Design activation_scheduler, sky130hd; sources not shown.
Track usage over the die:
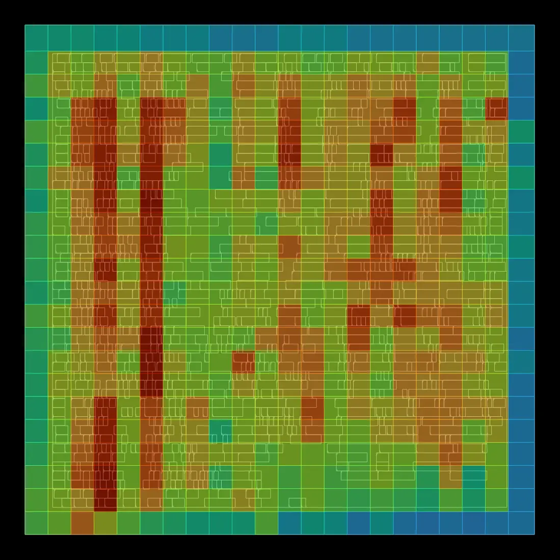
utilization after layout: 67.0%
busiest metal layer after global routing: met2
met3 track demand over resource in global routing: 9.19%
met2 track demand over resource: 37.1%

Cell density map:
Drawn at 2 px/µm. The die is cut into 15 by 15 equal tiles; white is low, dark blue is high, 0 to 100% covered.
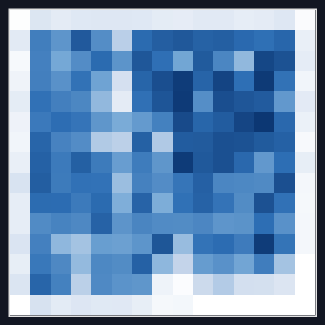
fullest tile: 97%
emptiest ninth of the die: lower right
nearly empty tiles: 4.9%
core utilization at floorplan: 49.5%
placeable core area: 18500 µm²

Clock wires, drivers and flops:
Drawn at 4 px/µm.
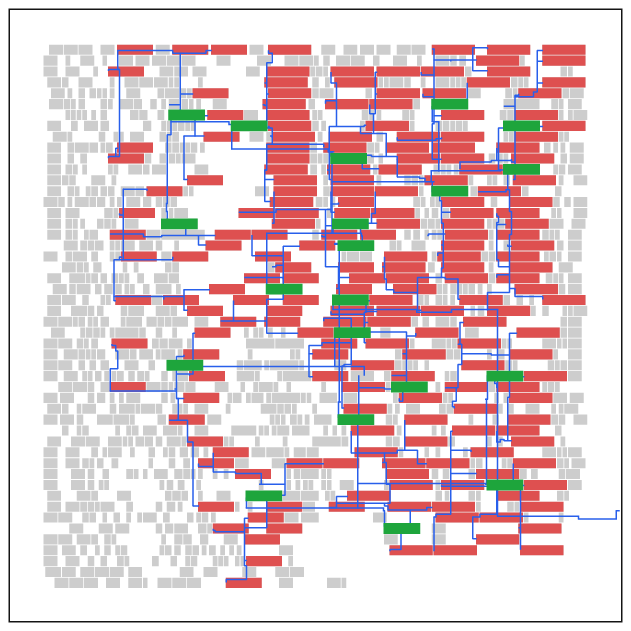
[green] cells driving clock nets | count: 20
[red] flip-flops | count: 202
[blue] clock wires | length: 2110 µm
routed clock nets: 21
Latency at later pin: 0.49 ns
Post-Route Skew: 0.0181 ns
Clk. pwr: 1.22 mW
portion of total power attributed to the clock network: 16.3%

Power grid:
Drawn at 3 px/µm. Pins as bars on the die edge.
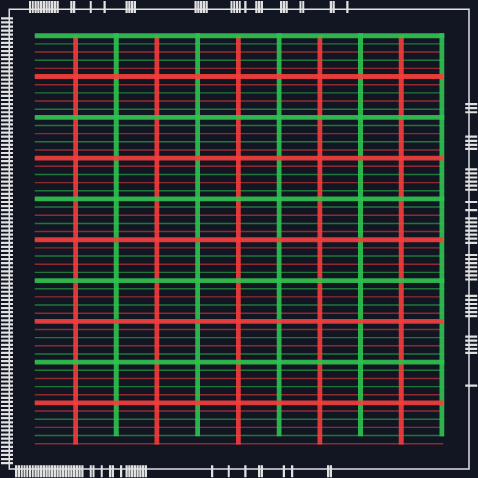
| color | net |
|---|---|
| red | VSS |
| green | VDD |
signal pins: 239
met4 straps: 10
rows: 50
Die Span Y: 153 µm
Die Wd: 153 µm
Worst VDD drop: 0.558 mV

==> datasheet_impl.txt <==
Physical design parameters

Parameter                              Value

Setup path
  Worst-path fanout max    6
  Stages on worst setup path    19
  CP arrival    approximately 4.7 ns
  CP max-delay cell    sky130_fd_sc_hd__fa_1
  Family of cells with the greatest summed delay on the critical path    adder cells
  Count of cells along the worst register-to-register path    19
  Crit-path cells    inv_1 > fa_1 > fa_1 > fa_1 > fa_1 > fa_1 > xor2_1 > inv_1 > ha_1 > nand2_1 > inv_1 > nand2_1 > nand2_1 > nand2_1 > nand2_4 > inv_1 > nand2_2 > nor2_1 > clkbuf_1
  Number of buffer and inverter instances along the worst setup path    5
  Critical path startpoint category    flop
  Most numerous cell on the critical path    sky130_fd_sc_hd__fa_1
  Critical path capture point type    output port

Clock tree
  Max Root-Sink Buffers    3
  Post-CTS resize count    4
  Total setup buffers inserted after CTS    0
  Clock root buffer    sky130_fd_sc_hd__clkbuf_16

Placed design
  Dpl cells    1367
  Placed wire-length estimate    between 15 and 20 mm
  Dpl cell area    11800 µm²

Final layout
  Buffering overhead    21.5%
  Total of clock buffers placed in the layout    26
  Multi-input gate share of the layout cell area    about 21%
  Antenna fix cells    3
  Combined area of the multi-input logic cells    approximately 2700 µm²
  Number of flip-flops under the largest register name    128
  Clock network share of area    5.17%
  MI comb cells    530
  Flop count    202
  Area grow syn2layout    35.3%
  Layout fillers    1455
  Most common library cell in the layout ignoring fill and taps    sky130_fd_sc_hd__nor2_1
  Cell area after layout    12400 µm²
  Plain + repair buffers    around 300
  Dominant kind of cell    sequential cells

Drt
  Residual DRC    0
  Antenna viol nets, final    0
  Average wire length per cell after detail routing    ~19 µm
  Routed length on met3    3.22 mm
  Total detailed-routing wirelength    about 27 mm
  Post-detailed-route via-to-cell ratio    5.21
  Vias after detailed routing    roughly 7300
  DR top layer    met5
  Routed met2 length    13.1 mm

Min path
  Hold Crit Depth    0
  Path type of the worst min-delay path    reg2reg

Floorplan
  Chip area    roughly 23000 µm²
  Taps Inserted    234

STA
  Final hold violations    0
  Maximum clock frequency    ~180 MHz
  Count of pins over their slew limit    about 210
  Worst-case hold slack    0.350 ns
  Endpoints failing setup    0
  Fin crit period    5.59 ns

Run
  Total number of warnings across the stage logs    29
  Max Cap Violations    5

GRT
  Global-route wire length before repair    41.3 mm
  Vias in the first global route    7368
  Number of antenna violations at the first check in global routing    4
  GR Overflow Total    0
  Met1 capacity usage during global routing    26.6%

Pwr
  Pwr top    combinational logic
  Sequential Power Share    27.3%
  Power consumption    ~7.5 mW
  Cell internal power dissipation    4.07 mW
  Total net switching power    3.42 mW
  Power attributed to sequential cells    2.04 mW
  Switching portion of total power    about 46%
  Static Leak    5.30 nW

Yosys
  Nets at Floorplan    ~1100
  Count of instantiated cells in the yosys netlist    896
  Top logic family    simple AND/OR/NAND/NOR gates
  MUX area fraction    0%
  Ao+oa area frac    5.86%
  Synth flops    between 200 and 250
  Synthesized-area fraction occupied by xor and xnor cells    0.574%
  Average size of a mapped cell    10.2 µm²
  Yosys-reported design area after synthesis    9160 µm²
  Post-synthesis instance area    9160 µm²

Status
  Failing checks    capacitance limit, slew limit
  Run status    finished, violations left
kinds of logic (layout without fill, tap and decap cells):
| family | after synthesis | count (layout) |
|---|---|---|
| flops | 202 | 202 |
| simple gates | 403 | 403 |
| fa+ha+maj | 16 | 16 |
| xor+xnor | 6 | 6 |
| buf+inv | 164 | 437 |
| other cells | 0 | 3 |
| compound gates | 105 | 105 |
synth_stat cells (all sizes together):
cell type  number  area [µm²]
buf            40         275
a21oi          35         175
inv           105         394
xor2            4        35.0
edfxtp        136        4080
ha             10         125
xnor2           2        17.5
dfrtp          66        1650
nand3         136         703
o21ai          70         362
nand2          86         340
fa              6         120
nor3            2        21.3
nor2          147         583
clkbuf         19        73.8
nand4          32         200
Power and IR drop assume default switching activity.
